==> config.mk <==
export PLATFORM = sky130hd
export DESIGN_NAME = stb_wr_responder
export DESIGN_NICKNAME = d
export VERILOG_FILES = /design/src/rtl/stb_wr_responder_pkg.sv /design/src/rtl/stb_wr_responder_array.sv /design/src/rtl/stb_wr_responder.sv
export SDC_FILE = /design/constraint.sdc
export NUM_CORES = 1
export LEC_CHECK = 0
export CORE_UTILIZATION = 40
export CTS_CLUSTER_SIZE = 12
export DETAILED_ROUTE_END_ITERATION = 6
export GPL_TIMING_DRIVEN = 0
export PLACE_DENSITY_LB_ADDON = 0.12
export SYNTH_ARGS = -nofsm -noshare
export SYNTH_HDL_FRONTEND = slang
export SYNTH_SLANG_ARGS = --single-unit
==> constraint.sdc <==
create_clock -name clk -period 2.6 [get_ports clk]
set_input_delay 0.52 -clock clk [delete_from_list [all_inputs] [get_ports clk]]
set_output_delay 0.52 -clock clk [all_outputs]
set_load 0.02 [all_outputs]
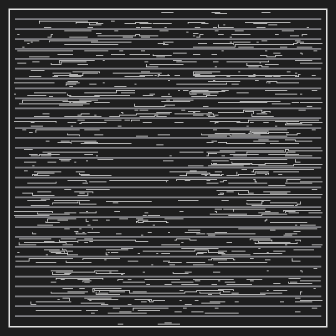
(images/met1.png)
Supply wires on this layer in grey.
355 nets have wire on it. The layer holds 45% of the routed length. The wires run mostly horizontal. The layer carries 2870 um of wire. The longest straight run is 28.5 um.
final routed wirelength across all metal layers: 6390 um
routed vias: 1923

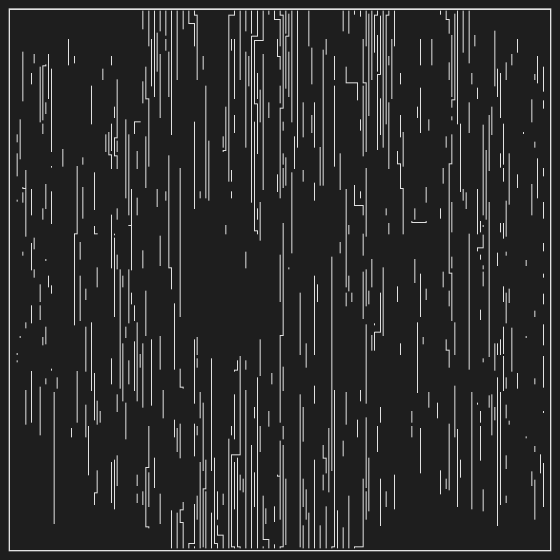
(images/met2.png)
The layer carries 2910 um of wire. The layer holds 45% of the routed length. 366 nets have wire on it. The wires run mostly vertical.
met2 global-route usage: 0.268

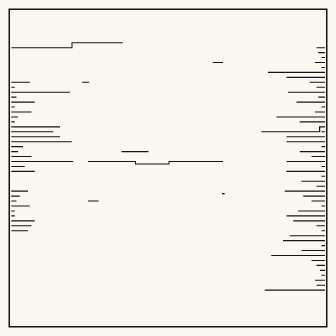
(images/met3.png)
The layer carries 522 um of wire. 80 nets have wire on it. The wires run mostly horizontal.
routing usage on met3: 0.0502

==> results.yml <==
# implementation run metrics
layout:
  post_route_cells_drive_above_1_share: 0.288
  logic_gate_count: 83
  n_all_inverters: 3
  seqAreaFraction: 0.396
  synthesis_to_layout_area_growth_pct: 62.4
  flop_area_um2: 1850
  final_cell_mix: "sky130_fd_sc_hd__clkdlybuf4s50_1, sky130_fd_sc_hd__dfrtp_1, sky130_fd_sc_hd__mux2_2"
  signal_buffers: 155
  lay_top_count: "sky130_fd_sc_hd__clkdlybuf4s50_1"
  post-route-cell-area_um2: 4680
  combAreaFraction: 0.204
  filler_cell_count: 507
  finalCoreUtilization: 0.681
  layout_sequential_cell_count: 74
power_and_ir_drop:
  power.clock.fraction: 0.167
  top_power_group: "combinational logic"
  pwr.group.clock_mw: 0.873
  switching_share: 0.330
  seq_power_share: 0.362
  comb_power_mw: 2.45
  seq_power_mw: 1.89
  power.static_leakage_nw: 2.14
  net-switching-power_mw: 1.72
  total_power_divided_by_cell_area_nw_per_um2: 1110
setup_path:
  worst_path_maximum_fanout: 2
  worst_r2r_path_depth: 6
  crit_path_end_kind: "output port"
  worst-endpoint-required_ns: 2.08
floorplanning:
  die_area_um2: 7540
  floorplan_die_height_um: 86.9
  die.size.x_um: 86.9
  floorplan.io_pins: 147
  n_tap_cell: 96
  floorplan.rows: 30
  placeableCoreArea_um2: 6870
  floorplan.initialDensity: 0.419
clock_network:
  cts_root_buffer: "sky130_fd_sc_hd__clkbuf_8"
  cts.sink_count: 74
  cts.path.max_buffers: 2
  clk_ins_delay_skew_pair_ns: 0.34
  postCtsResizedCells: 0
placement:
  port_buffers: 146
  postPlaceCellArea_um2: 4480
  place_ws_ns: 0.477
  placed_cells: 411
drt:
  drc_errors: 0
  first_pass_iters: 3
  topRoutingLayerUsed: "met4"
  post_drt_via_cell_ratio: 4.51
  wire_length_on_met1_um: 2870
yosys:
  synth-seq-area-share: 0.643
  synth_cell_type_count: 17
  fp_nets: 246
  netlist_area_um2: 2880
  cell_count_after_synthesis: 168
  synth_flop_count: 74
final_timing:
  number_of_setup_violations_in_the_final_report: 0
  setup_total_negative_slack_ns: 0
  final.setup_skew_ns: 0.00770
  tightestPinTransition_ns: 0.457
  slew_violations: 0
  fmax_ghz: 0.525
  finalClockPeriodUsage: 0.732
  timing.slew.headroom: 0.695
  final-hold-violation-count: 0
  final.min_clock_period_ns: 1.90
hold_path:
  timing.hold.worst_path_depth: 1
  worstHoldPathType: "reg2reg"
global_routing:
  groute.usage.overall: 0.181
  initial_antenna_violation_count: 0
  grt_remaining_overflow: 0
  grt_first_pass_wirelength_um: 10100
  met1_usage: 0.250
job:
  openroad.warnings: 28
run_status:
  run_status: "complete, no violations"
-- cell families after synthesis --
family          count (synthesis)  synth area share
flops                          74             0.643
mux                            68             0.292
buf+inv                        11            0.0252
simple gates                   10            0.0213
fa+ha+maj                       3            0.0130
compound gates                  2           0.00565
-- Yosys cell counts --
| master | number | area (um2) |
|---|---|---|
| sky130_fd_sc_hd__mux2_2 | 48 | 541 |
| sky130_fd_sc_hd__inv_1 | 3 | 11.3 |
| sky130_fd_sc_hd__dfrtp_1 | 74 | 1850 |
| sky130_fd_sc_hd__buf_2 | 4 | 20.0 |
| sky130_fd_sc_hd__nor2_4 | 1 | 11.3 |
| sky130_fd_sc_hd__nand3_2 | 1 | 10.0 |
| sky130_fd_sc_hd__a21boi_0 | 1 | 7.51 |
| sky130_fd_sc_hd__and3_1 | 2 | 12.5 |
| sky130_fd_sc_hd__nand3_1 | 1 | 5.00 |
| sky130_fd_sc_hd__mux2_4 | 20 | 300 |
| sky130_fd_sc_hd__buf_6 | 3 | 33.8 |
| sky130_fd_sc_hd__nand3b_1 | 1 | 7.51 |
| sky130_fd_sc_hd__ha_1 | 3 | 37.5 |
| sky130_fd_sc_hd__nand2_1 | 3 | 11.3 |
| sky130_fd_sc_hd__nor2_1 | 1 | 3.75 |
| sky130_fd_sc_hd__o22a_1 | 1 | 8.76 |
| sky130_fd_sc_hd__buf_4 | 1 | 7.51 |
-- worst max-delay path, cell delays in order, from the launching register on --
cell and delay (ns):
sky130_fd_sc_hd__dfrtp_1 0.36, sky130_fd_sc_hd__buf_4 0.10, sky130_fd_sc_hd__clkdlybuf4s50_1 0.59
